Fig. 1: run 1, metal 1
Cells faint in the background.
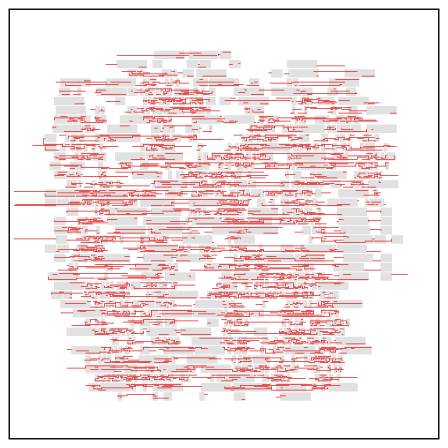
Fig. 2: run 1, met2 routing
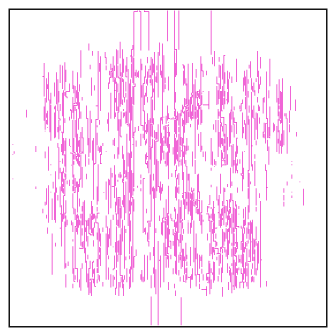
Fig. 3: run 1, metal 3
Cells faint in the background.
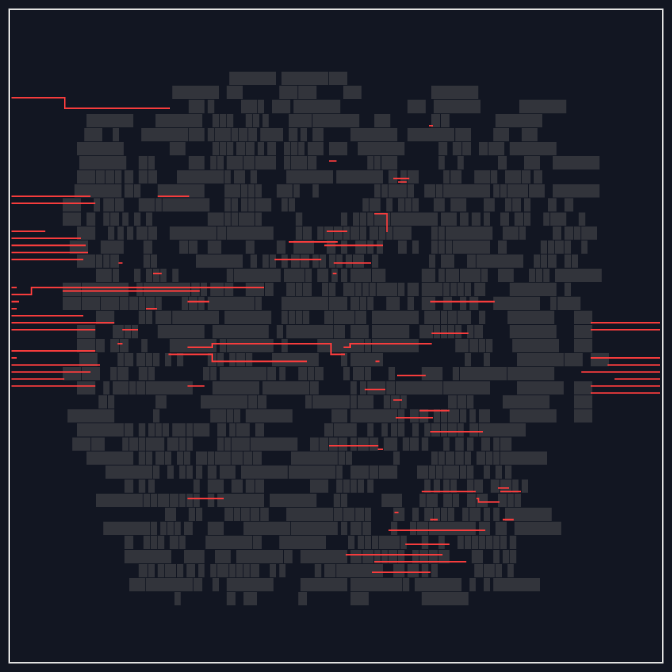
File: src/rtl/tlk2711_pkg.sv
// rtl/tlk2711_pkg.sv - shared types and constants for the TLK2711 link controller
//
// Holds the controller state encoding (also exported on o_state for debug),
// the i_mode and o_tx_sel codes, the default timing constants and the
// helper that turns a cycle count into a down-counter load value.
package tlk2711_pkg;

  typedef enum logic [2:0] {
    ST_IDLE  = 3'd0,
    ST_PWRUP = 3'd1,
    ST_LOCK  = 3'd2,
    ST_SYNC  = 3'd3,
    ST_RUN   = 3'd4,
    ST_STOP  = 3'd5,
    ST_FAIL  = 3'd6
  } state_t;

  localparam logic [2:0] MODE_NORMAL   = 3'd0;
  localparam logic [2:0] MODE_LOOPBACK = 3'd1;
  localparam logic [2:0] MODE_PRBS     = 3'd2;
  localparam logic [2:0] MODE_TEST     = 3'd3;

  localparam logic [1:0] TX_ZERO  = 2'd0;
  localparam logic [1:0] TX_COMMA = 2'd1;
  localparam logic [1:0] TX_USER  = 2'd2;

  localparam int DEF_PWRUP_CYC = 8000;
  localparam int DEF_LOCK_CYC  = 4000;
  localparam int DEF_SYNC_CYC  = 1024;
  localparam int DEF_SYNC_CNT  = 16;
  localparam int DEF_LOS_LIMIT = 255;
  localparam int DEF_RETRY_MAX = 3;
  localparam int DEF_DRAIN_CYC = 16;

  // A state that must last N cycles loads N-1 and leaves when the counter
  // reads zero; N = 0 collapses to a single-cycle stay.
  function automatic logic [15:0] timer_load(input int cyc);
    return (cyc <= 0) ? 16'd0 : 16'(cyc - 1);
  endfunction

endpackage

File: src/rtl/tlk2711_timer.sv
// rtl/tlk2711_timer.sv - loadable 16-bit down-counter with zero flag
//
// Ports:
//   clk, rst   clock, asynchronous active-high reset
//   load       load load_val this cycle (takes priority over counting)
//   load_val   value loaded into the counter
//   done       counter currently reads zero
module tlk2711_timer (
  input  logic        clk,
  input  logic        rst,
  input  logic        load,
  input  logic [15:0] load_val,
  output logic        done
);

  logic [15:0] count;

  always_ff @(posedge clk or posedge rst) begin
    if (rst) begin
      count <= '0;
    end else if (load) begin
      count <= load_val;
    end else if (count != 16'd0) begin
      count <= count - 16'd1;
    end
  end

  assign done = (count == 16'd0);

endmodule

File: src/rtl/tlk2711_link_ctrl.sv
// rtl/tlk2711_link_ctrl.sv - TLK2711 per-channel bring-up and link supervision
//
// Sequences one TLK2711 through power-up, reference lock and comma sync,
// then supervises the receive side for loss of sync. Shutdown is a
// start/stop/ack handshake with a comma drain before the part is disabled.
//
// Ports:
//   clk, rst        80 MHz clock, asynchronous active-high reset
//   i_start         level, honoured only in IDLE
//   i_stop          level, shutdown request (wins over everything)
//   i_mode          0 normal, 1 loopback, 2 prbs, 3 test; 4-7 rejected
//   i_rx_comma      1-cycle K28.5 seen pulse
//   i_rx_err        1-cycle RX code/PRBS error pulse
//   o_stop_ack      1-cycle pulse when shutdown completes
//   o_busy          not IDLE
//   o_link_up       in RUN
//   o_err           sticky error (FAIL or rejected mode)
//   o_err_cnt       saturating RX error count while in RUN
//   o_tx_sel        TX payload select: 0 zero, 1 comma/idle, 2 user data
//   o_enable .. o_testen  TLK2711 control pins
//   o_state         debug state encoding
module tlk2711_link_ctrl
  import tlk2711_pkg::*;
#(
  parameter int PWRUP_CYC = DEF_PWRUP_CYC,
  parameter int LOCK_CYC  = DEF_LOCK_CYC,
  parameter int SYNC_CYC  = DEF_SYNC_CYC,
  parameter int SYNC_CNT  = DEF_SYNC_CNT,
  parameter int LOS_LIMIT = DEF_LOS_LIMIT,
  parameter int RETRY_MAX = DEF_RETRY_MAX,
  parameter int DRAIN_CYC = DEF_DRAIN_CYC
) (
  input  logic        clk,
  input  logic        rst,
  input  logic        i_start,
  input  logic        i_stop,
  input  logic [2:0]  i_mode,
  input  logic        i_rx_comma,
  input  logic        i_rx_err,
  output logic        o_stop_ack,
  output logic        o_busy,
  output logic        o_link_up,
  output logic        o_err,
  output logic [15:0] o_err_cnt,
  output logic [1:0]  o_tx_sel,
  output logic        o_enable,
  output logic        o_lckrefn,
  output logic        o_loopen,
  output logic        o_prbsen,
  output logic        o_testen,
  output logic [2:0]  o_state
);

  state_t      state_q, state_d;
  logic [2:0]  mode_q, mode_d;
  logic [8:0]  retry_q, retry_d, retry_next;
  logic [15:0] comma_q, comma_d, comma_next;
  logic [15:0] los_q, los_d, los_next;

  logic        err_d, ack_d, busy_d, link_up_d;
  logic [15:0] err_cnt_d;
  logic [1:0]  tx_sel_d;
  logic        enable_d, lckrefn_d, loopen_d, prbsen_d, testen_d;

  logic        timer_load_en;
  logic [15:0] timer_val;
  logic        timer_done;

  // One timer serves every timed state; in SYNC it is the sync window.
  tlk2711_timer u_timer (
    .clk      (clk),
    .rst      (rst),
    .load     (timer_load_en),
    .load_val (timer_val),
    .done     (timer_done)
  );

  assign timer_load_en = (state_d != state_q);

  always_comb begin
    timer_val = 16'd0;
    case (state_d)
      ST_PWRUP: timer_val = timer_load(PWRUP_CYC);
      ST_LOCK:  timer_val = timer_load(LOCK_CYC);
      ST_SYNC:  timer_val = timer_load(SYNC_CYC);
      ST_STOP:  timer_val = timer_load(DRAIN_CYC);
      default:  timer_val = 16'd0;
    endcase
  end

  // Next-state and bookkeeping.
  always_comb begin
    state_d    = state_q;
    mode_d     = mode_q;
    retry_d    = retry_q;
    comma_d    = comma_q;
    los_d      = los_q;
    err_d      = o_err;
    err_cnt_d  = o_err_cnt;
    ack_d      = 1'b0;
    comma_next = comma_q + 16'(i_rx_comma);
    los_next   = i_rx_comma ? 16'd0 :
                 ((los_q == 16'hFFFF) ? los_q : los_q + 16'd1);
    retry_next = retry_q + 9'd1;

    if (state_q == ST_RUN && i_rx_err && o_err_cnt != 16'hFFFF) begin
      err_cnt_d = o_err_cnt + 16'd1;
    end

    case (state_q)
      ST_IDLE: begin
        if (i_stop) begin
          ack_d = 1'b1;
        end else if (i_start) begin
          if (i_mode <= MODE_TEST) begin
            mode_d    = i_mode;
            err_d     = 1'b0;
            err_cnt_d = 16'd0;
            retry_d   = 9'd0;
            state_d   = ST_PWRUP;
          end else begin
            err_d = 1'b1;
          end
        end
      end
      ST_PWRUP: if (timer_done) state_d = ST_LOCK;
      ST_LOCK:  if (timer_done) state_d = ST_SYNC;
      ST_SYNC: begin
        comma_d = comma_next;
        // Enough commas beats a window expiring in the same cycle.
        if (comma_next >= 16'(SYNC_CNT)) begin
          state_d = ST_RUN;
        end else if (timer_done) begin
          retry_d = retry_next;
          state_d = (retry_next > 9'(RETRY_MAX)) ? ST_FAIL : ST_LOCK;
        end
      end
      ST_RUN: begin
        los_d = los_next;
        if (mode_q != MODE_PRBS && los_next >= 16'(LOS_LIMIT)) begin
          state_d = ST_SYNC;
        end
      end
      ST_STOP: begin
        if (timer_done) begin
          ack_d   = 1'b1;
          state_d = ST_IDLE;
        end
      end
      ST_FAIL: state_d = ST_FAIL;
      default: state_d = ST_IDLE;
    endcase

    if (i_stop && state_q != ST_IDLE && state_q != ST_STOP) begin
      state_d = ST_STOP;
    end

    if (state_d == ST_SYNC && state_q != ST_SYNC) begin
      comma_d = 16'd0;
    end
    if (state_d == ST_RUN && state_q != ST_RUN) begin
      los_d   = 16'd0;
      retry_d = 9'd0;
    end
    if (state_d == ST_FAIL) begin
      err_d = 1'b1;
    end
  end

  // Pin decode from the state being entered, so pins register with it.
  always_comb begin
    busy_d    = (state_d != ST_IDLE);
    link_up_d = 1'b0;
    tx_sel_d  = TX_ZERO;
    enable_d  = 1'b0;
    lckrefn_d = 1'b0;
    loopen_d  = 1'b0;
    prbsen_d  = 1'b0;
    testen_d  = 1'b0;
    case (state_d)
      ST_PWRUP: enable_d = 1'b1;
      ST_LOCK: begin
        enable_d = 1'b1;
        tx_sel_d = TX_COMMA;
      end
      ST_SYNC: begin
        enable_d  = 1'b1;
        lckrefn_d = 1'b1;
        tx_sel_d  = TX_COMMA;
        loopen_d  = (mode_q == MODE_LOOPBACK);
      end
      ST_RUN: begin
        enable_d  = 1'b1;
        lckrefn_d = 1'b1;
        link_up_d = 1'b1;
        tx_sel_d  = TX_USER;
        case (mode_q)
          MODE_NORMAL:   ;
          MODE_LOOPBACK: loopen_d = 1'b1;
          MODE_PRBS: begin
            prbsen_d = 1'b1;
            tx_sel_d = TX_COMMA;
          end
          MODE_TEST:     testen_d = 1'b1;
          default:       ;
        endcase
      end
      // The reference-lock pin is left where it was while draining or failed.
      ST_STOP, ST_FAIL: begin
        enable_d  = 1'b1;
        lckrefn_d = o_lckrefn;
        tx_sel_d  = TX_COMMA;
      end
      default: ;
    endcase
  end

  always_ff @(posedge clk or posedge rst) begin
    if (rst) begin
      state_q    <= ST_IDLE;
      mode_q     <= 3'd0;
      retry_q    <= 9'd0;
      comma_q    <= 16'd0;
      los_q      <= 16'd0;
      o_stop_ack <= 1'b0;
      o_busy     <= 1'b0;
      o_link_up  <= 1'b0;
      o_err      <= 1'b0;
      o_err_cnt  <= 16'd0;
      o_tx_sel   <= TX_ZERO;
      o_enable   <= 1'b0;
      o_lckrefn  <= 1'b0;
      o_loopen   <= 1'b0;
      o_prbsen   <= 1'b0;
      o_testen   <= 1'b0;
    end else begin
      state_q    <= state_d;
      mode_q     <= mode_d;
      retry_q    <= retry_d;
      comma_q    <= comma_d;
      los_q      <= los_d;
      o_stop_ack <= ack_d;
      o_busy     <= busy_d;
      o_link_up  <= link_up_d;
      o_err      <= err_d;
      o_err_cnt  <= err_cnt_d;
      o_tx_sel   <= tx_sel_d;
      o_enable   <= enable_d;
      o_lckrefn  <= lckrefn_d;
      o_loopen   <= loopen_d;
      o_prbsen   <= prbsen_d;
      o_testen   <= testen_d;
    end
  end

  assign o_state = state_q;

endmodule

File: config.mk
export PLATFORM = sky130hd
export DESIGN_NAME = tlk2711_link_ctrl
export DESIGN_NICKNAME = d
export VERILOG_FILES = /design/src/rtl/tlk2711_pkg.sv /design/src/rtl/tlk2711_timer.sv /design/src/rtl/tlk2711_link_ctrl.sv
export SDC_FILE = /design/constraint.sdc
export NUM_CORES = 1
export LEC_CHECK = 0
export ABC_AREA = 1
export CAP_MARGIN = 30
export CORE_MARGIN = 10
export CORE_UTILIZATION = 49
export CTS_CLUSTER_DIAMETER = 50
export CTS_CLUSTER_SIZE = 40
export DETAILED_ROUTE_END_ITERATION = 6
export GPL_TIMING_DRIVEN = 0
export PLACE_DENSITY = 0.71
export SKIP_CTS_REPAIR_TIMING = 1
export SYNTH_ARGS = -nofsm -noshare
export SYNTH_HDL_FRONTEND = slang
export SYNTH_SLANG_ARGS = --single-unit
export TNS_END_PERCENT = 20
File: constraint.sdc
create_clock -name clk -period 3.3 [get_ports clk]
set_input_delay 0.825 -clock clk [delete_from_list [all_inputs] [get_ports clk]]
set_output_delay 0.825 -clock clk [all_outputs]
set_load 0.05 [all_outputs]
==> results.cfg, run 1 <==
; flow metrics
[status]
outcome = finished clean

[floorplanning]
dieArea_um2 = 15900
initCoreUtil_pct = 50.4
coreArea_um2 = 10900

[global_routing]
grt-ovfl-total = 0
grt_pass1_wl_um = 22200
grt_max_degree = 72
first_global_vias = 4888

[critical_path]
crit_fanout = 10
r2r-end = retry_q[0]
reg2reg_slack_ps = 200
required_ps = 3550

[yosys]
yosysCellCount = 740
syn_avg_cell_area_um2 = 7.45
yosysWarningCount = 0
yosys_area_um2 = 5520

[timing]
final-hold-violation-count = 0
fin_crit_ps = 3170
slew_headroom_pct = 47.3
tns_ps = 0
setup_ws_ps = 127
fin_skew_ps = 8.38
worst_pin_slew_ps = 787

[clock_network]
clock-sinks = 90
clk_pin_slew_ps = 70
cts_buffers = 9

[placement]
dpl_worst_slack_ps = -821

[pwr]
vdd_ir_drop_max_uv = 550
pwr-share-comb_pct = 47.8
p_switching_uw = 2230
p_seq_share_pct = 31.0

[detailed_routing]
ant_nets = 0
drc_errors = 0

[run]
tool_warnings = 27
## Picture notes: Fig. 1
longest straight run: 41.9 um
main direction: horizontal
wire length on this layer: 5900 um
share of all routed wire: 45%
nets with wire on the layer: 757

## Picture notes: Fig. 2
wire length on this layer: 6210 um
nets with wire on the layer: 668
main direction: vertical
M2 GR Usage: 26.7%
Vias: 5009
Routed Wire Length: 13100 um

## Picture notes: Fig. 3
share of all routed wire: 5.6%
wire length on this layer: 740 um
longest straight run: 44.9 um
main direction: horizontal

-- run 1: through the flow --
| step | utilization, % | power (uW) | area (um^2) |
|---|---|---|---|
| 2_1_floorplan | - | 3220 | 5520 |
| 3_3_place_gp | 55.5 | 3780 | 6070 |
| 6_report | 59.5 | 4940 | 6500 |
| 4_1_cts | 58.6 | 4910 | 6410 |
| 5_1_grt | 59.5 | 5280 | 6500 |
| 3_5_place_dp | 55.8 | 3840 | 6110 |
-- run 1: flip-flops by register name, summed over array words and instances, names as in the netlist --
register and cells:
o_testen 1, o_err_cnt 16, o_lckrefn 1, retry_q 9
o_enable 1, o_link_up 1, o_err 1, o_tx_sel 2
u_timer.count 16, o_prbsen 1, o_stop_ack 1, o_loopen 1
o_busy 1, los_q 16, comma_q 16, o_state 3
mode_q 3
-- run 1: worst min-delay path by stage --
stage | cells after the start | to | start | slack (ps)
after floorplan | 2 | u_timer.count[0] | u_timer.count[0] | 450
after global placement | 2 | u_timer.count[0] | u_timer.count[0] | 460
after detailed placement | 2 | u_timer.count[0] | u_timer.count[0] | 470
after CTS | 2 | u_timer.count[0] | u_timer.count[0] | 490
after global routing | 2 | u_timer.count[0] | u_timer.count[0] | 520
final | 2 | o_lckrefn | o_lckrefn | 490
-- run 1: Yosys cell counts, types with 4 or more instances --
cell and number:
a21oi_1 16, a21oi_2 4, clkbuf_1 7, dfrtp_1 90, ha_1 7, inv_1 80, inv_2 5, nand2_1 179
nand2_2 6, nand2_4 7, nand3_1 75, nand3_2 7, nand4_1 17, nor2_1 95, nor2_2 8, nor3_1 21
o21ai_0 35, o21ai_2 9, o22ai_1 12, xnor2_1 7, xor2_1 24
-- run 1: routing by layer --
metal  GRT usage, %  wire length (um)
met5              0                 0
met4           7.37               263
met3           4.28               739
met1           20.3              5900
met2           26.7              6210
-- run 1: logic make-up after synthesis --
group	after synthesis	share of synthesized area [%]
AND/OR/NAND/NOR	429	36.4
buffers and inverters	102	7.67
flip-flops	90	40.8
AND-OR/OR-AND	81	8.60
XOR/XNOR	31	4.92
adder cells (fa/ha/maj)	7	1.59
-- run 1: power by group through the flow --
stage	logic [uW]	registers, uW	clock network [uW]
finish	2360	1530	1050
floorplan	1260	1960	0
global placement	2250	1530	0
global route	2600	1560	1120
CTS	2310	1530	1070
detailed placement	2300	1540	0
-- run 1: worst max-delay path, cell delays in order --
cell	delay (ps)
clkbuf_2	110
ha_4	160
ha_4	140
nand2_1	90
nor2_4	170
nand3b_1	120
nor2_1	160
xor2_1	240
nor2_2	60
nand3_2	100
nor2_1	70
nor2_2	170
nand4_1	240
nor2_8	210
nand2_8	100
nand2_4	80
nand2_4	90
buf_6	170
nand2_2	60
o21ai_2	50
-- run 1: area by class of cell --
class	instances	area (um^2)
Buffer	14	90.1
Clock buffer	9	225
Clock inverter	7	76.3
Fill cell	986	4430
Inverter	88	340
Multi-Input combinational cell	548	2880
Sequential cell	90	2250
Tap cell	140	175
Timing Repair Buffer	47	460
==> run 2, diff against run 1 <==
--- a/config.mk
+++ b/config.mk
@@ -6,7 +6,7 @@
 export NUM_CORES = 1
 export LEC_CHECK = 0
 export ABC_AREA = 1
-export CAP_MARGIN = 30
+export CAP_MARGIN = 20
 export CORE_MARGIN = 10
 export CORE_UTILIZATION = 49
 export CTS_CLUSTER_DIAMETER = 50
@@ -14,7 +14,9 @@
 export DETAILED_ROUTE_END_ITERATION = 6
 export GPL_TIMING_DRIVEN = 0
 export PLACE_DENSITY = 0.71
+export SETUP_SLACK_MARGIN = 0.4
 export SKIP_CTS_REPAIR_TIMING = 1
+export SLEW_MARGIN = 25
 export SYNTH_ARGS = -nofsm -noshare
 export SYNTH_HDL_FRONTEND = slang
 export SYNTH_SLANG_ARGS = --single-unit
==> results.cfg, run 2 <==
; flow metrics
[critical_path]
crit_fanout = 6
slowest_delay_ps = 190
slowest_stage = nor3_2
crit_top_cell = nand2_1
cp_cell_sequence = buf_8 -> ha_4 -> ha_4 -> nand2_4 -> nor2_4 -> nand3b_1 -> buf_4 -> nand2_1 -> nand2_1 -> nor3_2 -> nand3_2 -> nand2_2 -> inv_1 -> nor2_4 -> nand3_4 -> inv_8 -> nand2_1 -> nand2_4 -> nand2_8 -> clkbuf_16 -> a21oi_2 -> nor2_1

[clock_network]
clk_pin_slew_ps = 70
clock-sinks = 90

[floorplanning]
coreArea_um2 = 10900
dieArea_um2 = 15900

[global_routing]
grt_pass1_wl_um = 23300
first_global_vias = 5034
grt_max_degree = 29

[pwr]
p_total_uw = 5560

[yosys]
yosys_area_um2 = 5520
syn_avg_cell_area_um2 = 7.45

[detailed_routing]
ant_nets = 0
routed_wl_um = 14600

[run]
tool_warnings = 31

[timing]
fin_crit_ps = 3120
fin_skew_ps = 7.36

[status]
outcome = finished clean

[cells_and_area]
fin_util_pct = 63.1
-- run 2: cell counts after synthesis --
No cell type changed its count.
-- run 2: critical path, delay by kind of cell --
kind,cells,cell delay (ps)
adders and majority gates,2,300
and+or+nand+nor,14,1540
buffers and inverters,5,580
AOI/OAI and AO/OA,1,90
-- run 2: area by class of cell --
| type | count | area [um^2] |
|---|---|---|
| clock inverters | 7 | 118 |
| clock buffers | 9 | 225 |
| inverters | 88 | 344 |
| plain buffers | 14 | 118 |
| well taps | 140 | 175 |
| repair buffers | 56 | 628 |
| fillers | 974 | 4030 |
| flip-flops and latches | 90 | 2250 |
| multi-input cells | 550 | 3040 |
-- run 2: per-stage QoR --
step | hold slack [ps] | std cells | TNS (ps)
5_1_grt | 514 | 954 | 0
6_report | 482 | 954 | 0
4_1_cts | 487 | 937 | -18170
3_3_place_gp | 465 | 918 | -33890
3_5_place_dp | 471 | 921 | -40360
2_1_floorplan | 449 | 740 | 0
-- run 2: layer usage --
metal | routed length [um] | vias up | global-route usage, %
met5 | 0 | - | 0
met4 | 358 | 0 | 6.83
met3 | 817 | 39 | 4.40
met2 | 7180 | 137 | 28.5
met1 | 6250 | 2516 | 21.1
li1 | - | 2543 | -
-- run 2: worst min path at each step --
stage | to | slack, ps
floorplan | u_timer.count[0] | 450
global placement | u_timer.count[0] | 470
detailed placement | u_timer.count[0] | 470
CTS | u_timer.count[0] | 490
global route | u_timer.count[0] | 510
finish | o_lckrefn | 480
-- run 2: logic make-up after synthesis --
family                     count (synthesis)  synth area share [%]
adders and majority gates                  7                  1.59
DFF                                       90                  40.8
xor gates and xnor gates                  31                  4.92
and+or+nand+nor                          429                  36.4
AOI/OAI and AO/OA                         81                  8.60
buffers and inverters                    102                  7.67
-- run 2: power by group through the flow --
stage	clock network, uW	logic, uW	registers (uW)
4_1_cts	1210	2340	1520
6_report	1190	2850	1520
3_5_place_dp	0	2310	1540
5_1_grt	1250	3080	1550
3_3_place_gp	0	2250	1530
2_1_floorplan	0	1260	1960
Fig. 4: run 2, congestion heat map
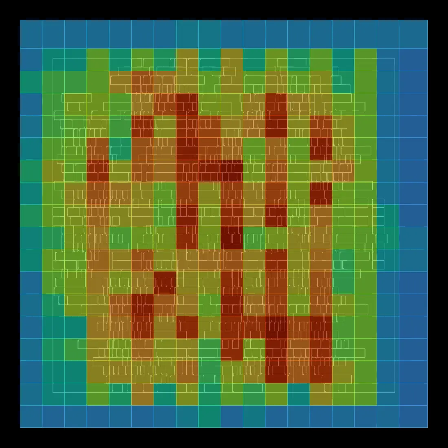
Avg WL per Cell: 15.3 um
Most Crowded Layer GR: met2
gr usage total: 17.3%

Fig. 5: run 2, met2 routing
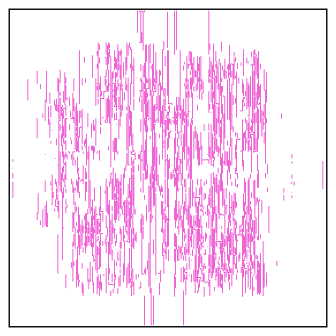
main direction: vertical
wire length on this layer: 7180 um
share of all routed wire: 49%
nets with wire on the layer: 702
Vias: 5235
M2 GR Usage: 28.5%

Power is estimated from default activity; no workload was simulated.
